Design key_event_classifier_flat, sky130hd; sources not shown.
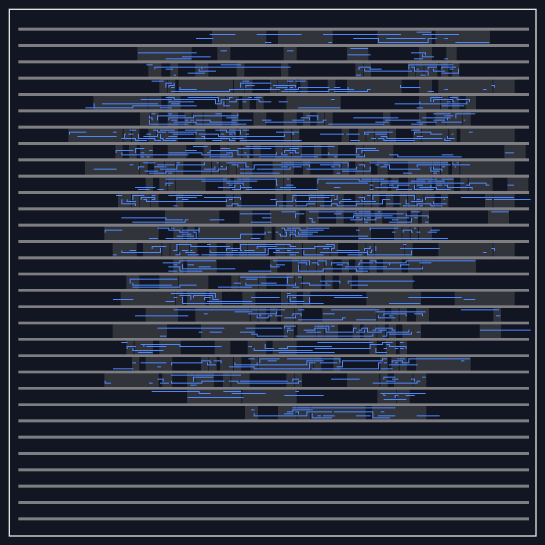
Fig. 1. Signal wires on met1 (run 1).
Scale: 6 px per um. Supply wires on this layer in gray. Cells faint in the background.
The longest straight run is 23.5 um. 303 nets have wire on it. The layer holds 50% of the routed length.
met1 Usage GRT: 0.190
WL final: 4.74 mm
Via Count: 1867

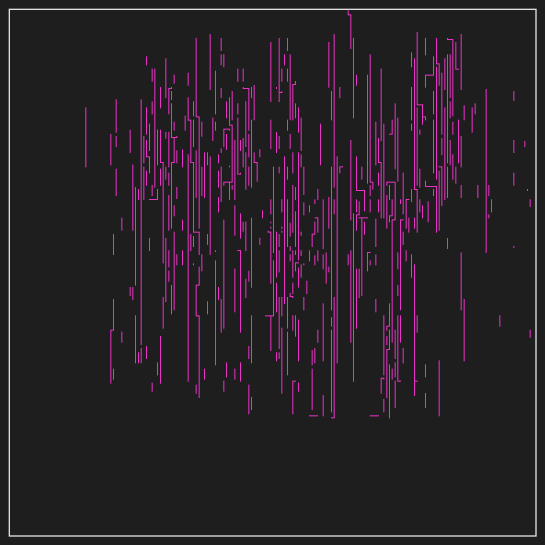
Fig. 2. Signal wires on met2 (run 1).
Scale: 6 px per um.
The layer carries 2150 um of wire. The longest straight run is 40.8 um. The wires run mostly vertical. The layer holds 45% of the routed length. 251 nets have wire on it.
GRT met2 Usage: 0.234

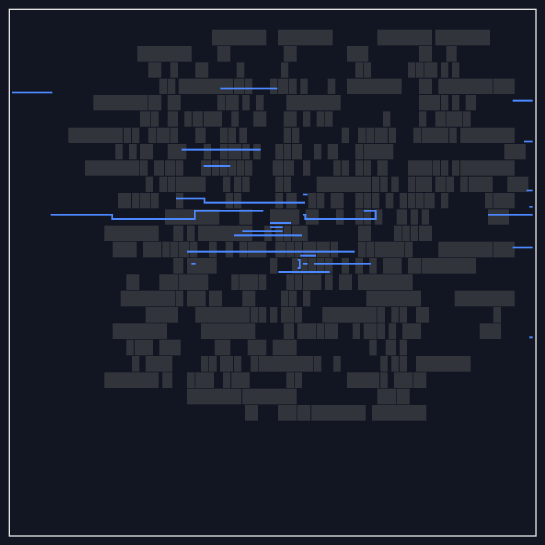
Fig. 3. M3 wires (run 1).
Scale: 6 px per um. Cells faint in the background.
21 nets have wire on it. The layer carries 195 um of wire.
met3 usage: 0.0283

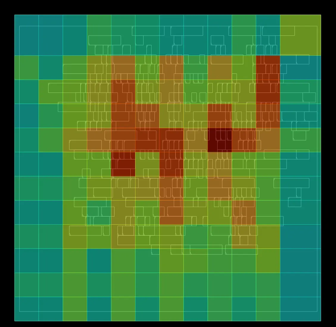
Fig. 4. Track usage over the die (run 1).
total track usage: 0.142
most used routing layer: met2
WL/cell: 11.3 um
Util after Layout: 0.361

==> results.cfg, run 1 <==
; synthesis and place-and-route metrics
[layout]
inv_count = 46
mi_logic_area_mm2 = 0.00113
post_layout_nonfiller_instances = 418
n_sequential_cell = 34
nClkBuffers = 6
synthToLayoutAreaGrowth_pct = 14.1
layout_top_cell = nand2_1
design_area_mm2 = 0.00250
final_nets = 328
logic_gates = 223

[hold_path]
min_path_type = register to register
hold_depth = 3

[place]
place_area_mm2 = 0.00242
gp_congestion = 0.858
dp_cells = 412

[sta]
report.final.slew_viol_count = 0
setup_viol = 0

[synthesis]
yosys_warnings = 0
common_cells = nand2_1, nor2_1, inv_1
yosysMostFrequentCell = nand2_1
ys_seq_share = 0.388
async_reset_ff_frac = 1.00
topCellsByArea = dfrtp_1, nand2_1, nor2_1
ys.flop_type = dfrtp_1

[critical_path]
worstPathCellList = clkdlybuf4s50_1, nor2_4, inv_2, nand2_1, nor2_1, nand2_1, nor2_1, nor2_1, nand2_1, nor2_2, nand2_4, buf_8, nor2_2
r2r_setup_slack_ns = 0.35
critPathLaunchType = input pin
ff2ff_path_depth = 13

[drt]
wl_met3_um = 195
ant_nets = 0

[power_and_ir_drop]
p_comb_frac = 0.389
seq-power_uw = 678
clock_power_share = 0.242
power_top_consumer = combinational cells

[global_routing]
grt_overflow = 0
antenna_found_initial = 0
grt_pass1_wl_mm = 8.36

[clocking]
cts_hold_buffers = 0
cts_setup_buffers = 0
clkSinkCount = 34

[outcome]
status = complete, no violations

[job]
drv_cap = 0
## run 1: per-stage QoR
step,hold WS [ns],power (mW)
after floorplan,0.529,1.22
after global placement,0.552,1.40
after detailed placement,0.556,1.42
after CTS,0.566,1.86
after global routing,0.607,1.94
final,0.560,1.84
## run 1: cell families (layout without fill, tap and decap cells)
family,Yosys count,in the layout,share of synthesized area
AND/OR/NAND/NOR,195,195,0.408
buffers and inverters,50,65,0.0981
XOR/XNOR,18,18,0.0718
multiplexers,1,1,0.00456
adder cells (fa/ha/maj),1,1,0.00570
flip-flops,34,34,0.388
AND-OR/OR-AND,8,8,0.0245
## run 1: critical path, delay by kind of cell
kind	cells	cell delay, ns
buffers and inverters	3	0.81
and+or+nand+nor	10	0.84
==> run 2, diff against run 1 <==
--- a/config.mk
+++ b/config.mk
@@ -12,4 +12,5 @@
 export GPL_TIMING_DRIVEN = 0
 export SYNTH_ARGS = -nofsm -noshare
 export SYNTH_HDL_FRONTEND = slang
+export SYNTH_HIERARCHICAL = 1
 export SYNTH_SLANG_ARGS = --single-unit
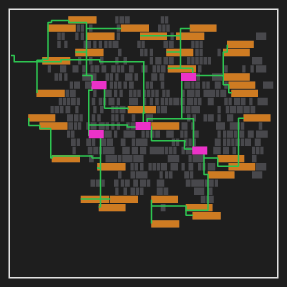
Fig. 5. Clock network drawn from the DEF (run 2).
Scale: 3 px per um.
Key: magenta = cells driving clock nets [count 5]; orange = flip-flops [count 34]; green = clock wires [length 513 um]
Position of the flops: spread over the die. There are 6 routed clock nets.
Clock Skews: 0.00798 ns
clk ins delay skew pair: 0.29 ns
clock power share: 0.233
clk pwr: 457 uW

==> run 2 against run 1 <==
Against the previous run: count of clock-buffer cells in the layout unchanged; die size up 3.3%; cell area up 8.8%; sequential share of layout area down 1.9 points; flip-flop count unchanged; critical path depth up 4; synthesized cell count up 12%; first-iteration DRC count up 38%; final cell count up 13%; hold slack worse by 0.040 ns; largest cell class unchanged; highest routed layer unchanged.
==> results.cfg, run 2 <==
; synthesis and place-and-route metrics
[synthesis]
mux_share = 0
topCellsByArea = dfrtp_1, nand2_1, nor2_1
ys_seq_share = 0.375
yosys_warnings = 6
ys.flop_type = dfrtp_1
common_cells = nand2_1, nor2_1, inv_1
async_reset_ff_frac = 1.00
synthTopLogicFamily = simple AND/OR/NAND/NOR gates
fa_ha_area_frac = 0.00551
xor_area_frac = 0.00386
fp_nets = 350
ys_sh_aoi = 0.0689
ys_sh_simple = 0.447

[critical_path]
critPathLaunchType = register
r2r_setup_slack_ns = 0.12
cp_top_family = simple AND/OR/NAND/NOR gates
cp.depth = 17
ff2ff_path_depth = 17
crit_buf_inv = 1
worstPathCellList = buf_4, nor2_1, nand3_1, nor2_1, nand2_1, nand2_1, nand2_2, nor2_1, nor2_1, nand2_2, nor2_4, nor2_4, nand3_2, nor2_4, nand3_1, nand2_1, nor2_1
cp.required_ns = 2.47

[global_routing]
grt_pass1_wl_mm = 9.29
grt_overflow = 0
grt_use_total = 0.154
antenna_found_initial = 0

[place]
place.port_buffers = 8
gp_congestion = 0.903
dp_cells = 452
place_area_mm2 = 0.00247

[power_and_ir_drop]
power_mw = 1.96

[hold_path]
hold_depth = 1
min_path_type = register to register

[die]
dieArea_mm2 = 0.00792

[clocking]
clkSinkCount = 34

[layout]
design_area_mm2 = 0.00273
synthToLayoutAreaGrowth_pct = 20.1
nClkBuffers = 6
n_sequential_cell = 34
utilization = 0.374
post_layout_nonfiller_instances = 471
layout_top_cell = nand2_1
inv_count = 56
logic_gates = 253

[job]
drv_cap = 0

[drt]
wl_met3_um = 220
drt-met1-wl_mm = 2.62
routedWlPerCell_um = 11.7
ant_nets = 0

[sta]
fmax_mhz = 460
report.final.slew_viol_count = 0
setup_viol = 0
hold-worst-slack_ns = 0.521

[outcome]
status = complete, no violations
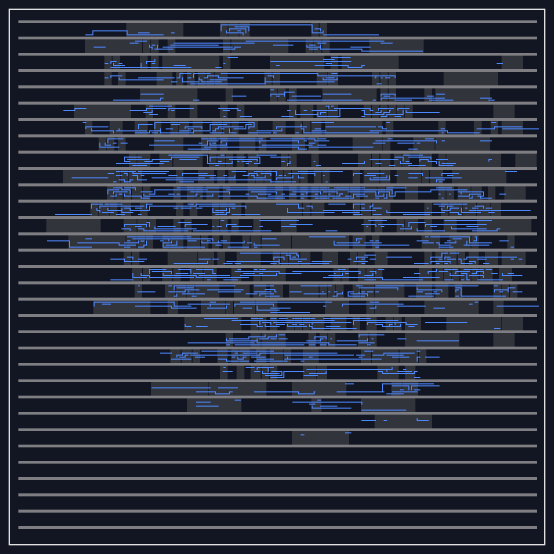
Fig. 6. Signal wires on met1 (run 2).
Scale: 6 px per um. Supply wires on this layer in gray. Cells faint in the background.
Via Count: 2205
WL final: 5.50 mm
met1 Usage GRT: 0.198

-- run 2: cell types whose count changed in the layout (fill, tap and decap cells not counted), sizes merged, moves of 7 or more --
cell and change:
xor2 -14, o21ai +7, nand3 +9, a21oi +15
nand2 +14, inv +11
-- run 2: metal layers --
metal	GRT usage	vias to the layer above
li1	-	1131
met3	0.0305	9
met4	0.0491	0
met5	0	-
met2	0.260	44
met1	0.198	1021
-- run 2: repair_timing --
action | CTS | global route
resized | 10 | 34
hold buffers | 0 | 0
hold endpoints to repair | 0 | 0
pin swaps | 4 | 7
setup buffers | 4 | 7
setup endpoints to repair | 24 | 21
-- run 2: where the power goes --
part           switching [mW]  total [mW]  internal [mW]
logic                   0.519       0.839          0.320
clock network           0.220       0.457          0.237
registers              0.0294       0.667          0.637
Power figures rest on the tool's default switching activity, not on a simulated workload.
